**src/rtl/expe.sv**
```systemverilog
`default_nettype none
// ============================================================================
// Module  : expe
// Brief   : Five-stage pipelined e^x for fix(16,8) log values, 64-bit result.
// Revision: 1.0
// ============================================================================
module expe #(
    parameter int EXP_OFFSET = 12,
    parameter int LOG2E_Q14  = 23637
) (
    input  logic        clk,
    input  logic        rst,
    input  logic        i_valid,
    input  logic [15:0] i_data,
    output logic        o_valid,
    output logic [63:0] o_data,
    output logic        o_sat
);

    localparam logic signed [31:0] c_log2e = 32'(LOG2E_Q14);
    localparam logic        [18:0] c_bias  = 19'(EXP_OFFSET * 256);

    // 2^(i/16) in Q15
    function automatic logic [15:0] rom_a(input logic [3:0] idx);
        case (idx)
            4'd0:  return 16'd32768;
            4'd1:  return 16'd34219;
            4'd2:  return 16'd35734;
            4'd3:  return 16'd37316;
            4'd4:  return 16'd38968;
            4'd5:  return 16'd40693;
            4'd6:  return 16'd42495;
            4'd7:  return 16'd44376;
            4'd8:  return 16'd46341;
            4'd9:  return 16'd48393;
            4'd10: return 16'd50535;
            4'd11: return 16'd52773;
            4'd12: return 16'd55109;
            4'd13: return 16'd57549;
            4'd14: return 16'd60097;
            4'd15: return 16'd62757;
        endcase
    endfunction

    // 2^(j/256) in Q15
    function automatic logic [15:0] rom_b(input logic [3:0] idx);
        case (idx)
            4'd0:  return 16'd32768;
            4'd1:  return 16'd32857;
            4'd2:  return 16'd32946;
            4'd3:  return 16'd33035;
            4'd4:  return 16'd33125;
            4'd5:  return 16'd33215;
            4'd6:  return 16'd33305;
            4'd7:  return 16'd33395;
            4'd8:  return 16'd33486;
            4'd9:  return 16'd33576;
            4'd10: return 16'd33667;
            4'd11: return 16'd33759;
            4'd12: return 16'd33850;
            4'd13: return 16'd33942;
            4'd14: return 16'd34034;
            4'd15: return 16'd34126;
        endcase
    endfunction

    logic        r_s1_valid;
    logic [15:0] r_s1_data;
    logic        r_s2_valid;
    logic [18:0] r_s2_e;
    logic        r_s3_valid;
    logic [10:0] r_s3_k;
    logic [15:0] r_s3_a;
    logic [15:0] r_s3_b;
    logic        r_s4_valid;
    logic [10:0] r_s4_k;
    logic [15:0] r_s4_m;

    logic signed [31:0] w_prod;
    logic        [31:0] w_sum;
    logic        [17:0] w_t;
    logic        [18:0] w_e;
    logic        [31:0] w_ab;
    logic        [31:0] w_round;
    logic        [78:0] w_shift;
    logic               w_unused;

    // Rounded log2 value: bits [31:14] of the biased product are the arithmetic floor shift
    assign w_prod  = $signed({{16{r_s1_data[15]}}, r_s1_data}) * c_log2e;
    assign w_sum   = w_prod + 32'sd8192;
    assign w_t     = w_sum[31:14];
    assign w_e     = {w_t[17], w_t} + c_bias;

    assign w_ab    = 32'(r_s3_a) * 32'(r_s3_b);
    assign w_round = w_ab + 32'd16384;

    // m << k keeps every high bit; the floor divide by 2^15 drops the low 15
    assign w_shift = {63'd0, r_s4_m} << r_s4_k[5:0];

    assign w_unused = ^{w_sum[13:0], w_round[31], w_round[14:0], w_shift[14:0]};

    always_ff @(posedge clk) begin
        if (rst) begin
            r_s1_valid <= 1'b0;
            r_s1_data  <= 16'd0;
            r_s2_valid <= 1'b0;
            r_s2_e     <= 19'd0;
            r_s3_valid <= 1'b0;
            r_s3_k     <= 11'd0;
            r_s3_a     <= 16'd0;
            r_s3_b     <= 16'd0;
            r_s4_valid <= 1'b0;
            r_s4_k     <= 11'd0;
            r_s4_m     <= 16'd0;
            o_valid    <= 1'b0;
            o_data     <= 64'd0;
            o_sat      <= 1'b0;
        end else begin
            r_s1_valid <= i_valid;
            r_s1_data  <= i_data;

            r_s2_valid <= r_s1_valid;
            r_s2_e     <= w_e;

            r_s3_valid <= r_s2_valid;
            r_s3_k     <= r_s2_e[18:8];
            r_s3_a     <= rom_a(r_s2_e[7:4]);
            r_s3_b     <= rom_b(r_s2_e[3:0]);

            r_s4_valid <= r_s3_valid;
            r_s4_k     <= r_s3_k;
            r_s4_m     <= w_round[30:15];

            o_valid    <= r_s4_valid;
            if (r_s4_valid) begin
                if (r_s4_k[10]) begin
                    o_data <= 64'd0;
                    o_sat  <= 1'b0;
                end else if (|r_s4_k[9:6]) begin
                    o_data <= {64{1'b1}};
                    o_sat  <= 1'b1;
                end else begin
                    o_data <= w_shift[78:15];
                    o_sat  <= 1'b0;
                end
            end
        end
    end

endmodule
`default_nettype wire

```
**config.mk**
```make
export PLATFORM = sky130hd
export DESIGN_NAME = expe
export DESIGN_NICKNAME = d
export VERILOG_FILES = /design/src/rtl/expe.sv
export SDC_FILE = /design/constraint.sdc
export NUM_CORES = 1
export LEC_CHECK = 0
export CORE_MARGIN = 3
export CORE_UTILIZATION = 41
export DETAILED_ROUTE_END_ITERATION = 10
export HOLD_SLACK_MARGIN = 0.05
export PLACE_DENSITY = 0.69
export SYNTH_ARGS = -nofsm -noshare
export SYNTH_HDL_FRONTEND = slang
export SYNTH_SLANG_ARGS = --single-unit
```
**constraint.sdc**
```tcl
create_clock -name clk -period 13.5 [get_ports clk]
set_input_delay 2.7 -clock clk [delete_from_list [all_inputs] [get_ports clk]]
set_output_delay 2.7 -clock clk [all_outputs]
set_load 0.01 [all_outputs]
```
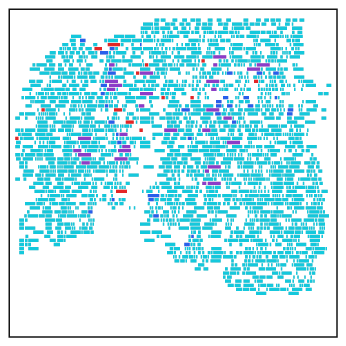
*Drive-strength map*
Scale: 1.5 px per um.
x1 and smaller -> cyan  # cells 2042, share 96%
x6 and larger -> purple  # cells 30, share 1.4%
x3 and x4 -> red  # cells 14, share 0.66%
x2 -> blue  # cells 35, share 1.7%
Non-clk bufs: 90
area grow syn2layout: 10.19%
Setup WS post-layout: 6.959 ns
Design Area, Final: 20220 sq um

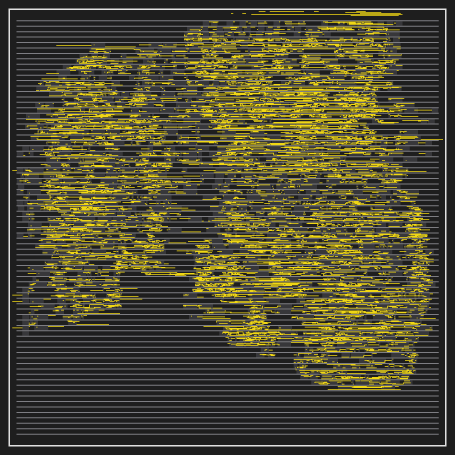
*Signal wires on met1*
Scale: 2 px per um. Supply wires on this layer in gray. Cells faint in the background.
wire length on this layer = 18700 um
share of all routed wire = 45%
Vias: 13.87k
met1 Use GR: 23.89%
wirelength, routed: 41640 um

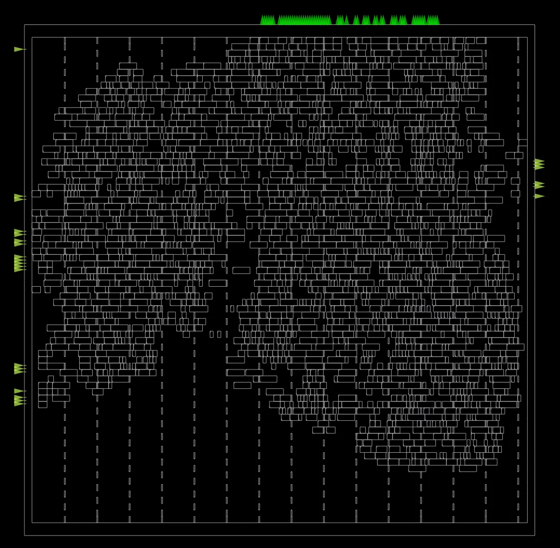
*Cell placement*
Core Box Area: 43650 sq um
fraction of area in registers: 16.83%
final core occ: 46.32%
well tap count: 585
Seq cells: 170

==> impl_metrics.tcl <==
# implementation run metrics
set metrics [dict create \
    worst_pin_slew_ns 1.154 \
    post_cts_resized 0 \
    ys_area_sq_um 18350 \
    slew_viol_final 0 \
    placed_cell_area_sq_um 19600 \
    cts_tree "done" \
    wl_per_cell_um 15.39 \
    netlist_area_sq_um 18350 \
    power_frac_clock_pct 14.5 \
    use_met3_pct 2.243 \
    fin_crit_ns 6.541 \
    largest_reg_flops 64 \
    fp.dieH_um 217.5 \
    final_nets 2595 \
    drc 0 \
    critPathKind "reg -> reg" \
    hold_depth 1 \
    ys_sh_simple_pct 15.54 \
    leakagePower_nw 9.604 \
    synthArstFlopShare_pct 0 \
    seq_power_mw 0.783 \
    synth_cell_type_count 74 \
    crit_top_cell "fa_1" \
    largest_area_cell "fa_1" \
    fp-row-count 76 \
    clk_path_buf_depth 2 \
    mostFrequentLayoutCells "372 x inv_1, 250 x ha_1, 244 x nand2_1, 218 x fa_1, 170 x dfxtp_1" \
    yosys_cells 2092 \
    holdPathEnd "r_s3_k[3]" \
    highest_layer "met4" \
    yosys-top-cells-count "373 x inv_1, 250 x ha_1, 244 x nand2_1" \
    skew_ns 0.01883 \
    crit_path_top_delay_cell "dfxtp_1" \
    clock_latency_ns 0.44 \
    die_area_sq_um 47320 \
    inverters 377 \
    peakVddDrop_mv 0.1045 \
    dp_cells 2674 \
    grt-ovfl-total 0 \
    syn_nets 2579 \
    layout.nonclk_buf_share_pct 4.370 \
    fa_ha_area_share_pct 40.84 \
    via_per_inst 5.124 \
    ff2ff_path_depth 21 \
    aoi_share_pct 10.18 \
    diodes 0 \
    detail_route.iter0.violations 852 \
    pre_cts_slack_ns 7.010 \
    largest_class "multi-input combinational cells" \
    layout.cells.most_common "inv_1" \
    cp_num_buf_inv 3 \
    critPathArrivalTime_ns 6.82 \
    worst_setup_path_start_kind "flip-flop" \
    antenna_found_initial 0 \
    top_usage_layer "met2" \
    synthCells 2092 \
    max_stage_delay_ns 0.78 \
    cp-endpoint "r_s4_m[15]" \
    power.switching_mw 1.719 \
    min-delay-start "r_s2_e[11]" \
    numCtsBuffers 17 \
    clock_buffers 17 \
    cp_cell_sequence "nand2_1 -> fa_1 -> inv_1 -> fa_1 -> inv_1 -> fa_1 -> fa_1 -> inv_1 -> fa_1 -> fa_1 -> ha_1 -> nand2_1 -> o21ai_0 -> a22oi_1 -> o31a_1 -> a211oi_1 -> o21ai_1 -> a21oi_2 -> o41ai_2 -> xnor2_1 -> nor2_1" \
    drive_gt1_share_pct 3.725 \
    grt_max_degree 88 \
    status "completed" \
    maxCapViolations 0 \
    crit_cells 21 \
    dp_hpwl_um 33220 \
    top_cell "inv_1" \
    switching_share_pct 49.31 \
    h-tree-depth 4 \
    seqCellArea_sq_um 3403 \
    slew_headroom_pct 22.35 \
    grt_pass1_vias 14564 \
    cts_setup_buffers 0 \
    rsz0062_at_grt "no" \
    top_power_group "combinational cells" \
    power.density_nw_per_um2 172.4 \
    hold_class "reg -> reg" \
    synth_area_per_cell_sq_um 8.770 \
    internal_power_mw 1.767 \
    flop_cell "dfxtp_1" \
    wl_met3_um 1827 \
    max_freq_mhz 152.9 \
    crit_required_ns 13.78 \
    die-width_um 217.5 \
    power_mw 3.485 \
    stdcell_count 2706 \
    critPathMaxFanout 27 \
    p_seq_share_pct 22.5 \
    rr_endpoint "r_s4_m[15]" \
    grt_pass1_wl_um 70920 \
    holdWs_ns 0.4356 \
    ctsHoldBuffers 0 \
    muxShareOfSynthArea_pct 2.455 \
    routed-wl-met2_um 20480 \
    cts.reportedPaths.clkPinSlew_ns 0.08 \
    grt_usage_pct 18.16 \
    openroad.warnings 47 \
    top_regs "o_data: 64 flops, r_s2_e: 19 flops" \
    setup_viol 0 \
    endpoint_kind "flip-flop" \
    clock-sinks 170 \
    cp_top_family "adder cells" \
    drtPass1Iterations 6 \
    startpoint "r_s3_b[15]" \
    finalSetupTns_ns 0 \
    hold_violations 0 \
    combinationalPowerShare_pct 63.1 \
    synth_warnings 0 \
    min_period_over_period_pct 48.45 \
    powerComb_mw 2.20 \
    reg2reg_setup_slack_ns 6.96 \
    rr_startpoint "r_s3_b[15]" \
    comb-cell-share_pct 65.13 \
    regMostFlops "o_data" \
    gp_congestion 0.9105 \
    postSynthSeqShare_pct 18.55 \
    topCellsByArea "fa_1 24%, dfxtp_1 19%, ha_1 17%" \
    fill_cells 4099 \
    clk_share_pct 3.045 \
    ant_nets 0 \
    clk-power_mw 0.504 \
    top_area_share_pct 23.79 \
    xor_share_pct 2.755 \
    logic_gates 1452 \
    grt_use_met2_pct 32.06 \
    m1WireLength_um 18670 \
    combGateArea_sq_um 13170 \
    cts_root_buffer "clkbuf_16" \
    numSynthFlops 170 \
    edf_count 0 \
    synthTopLogicFamily "adder cells" \
]
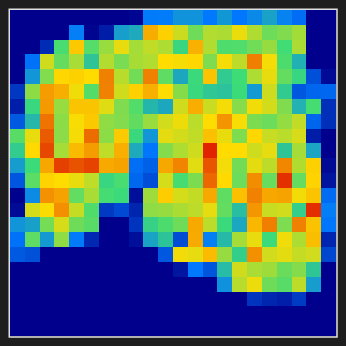
*Cell area per tile*
Scale: 1.5 px per um. 22 x 22 tiles, from dark blue (low) to red (high), 0 to 100% covered.
tiles over 75% full = 15%
emptiest ninth of the die = lower left
mean over tiles = 41%
Initial Utilization: 42.03%

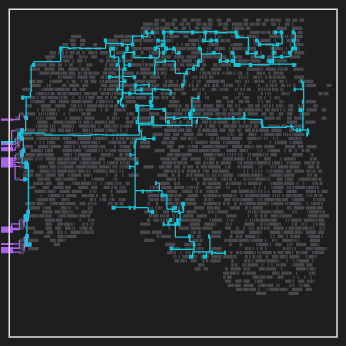
*Port wiring*
Scale: 1.5 px per um.
i_data -> purple  # bits 16, direction input, end cells 16, buffers 16, wire 189 um
rst -> cyan  # bits 1, direction input, end cells 163, buffers 2, wire 1540 um
IO Port Bufs: 84
Ports: 85

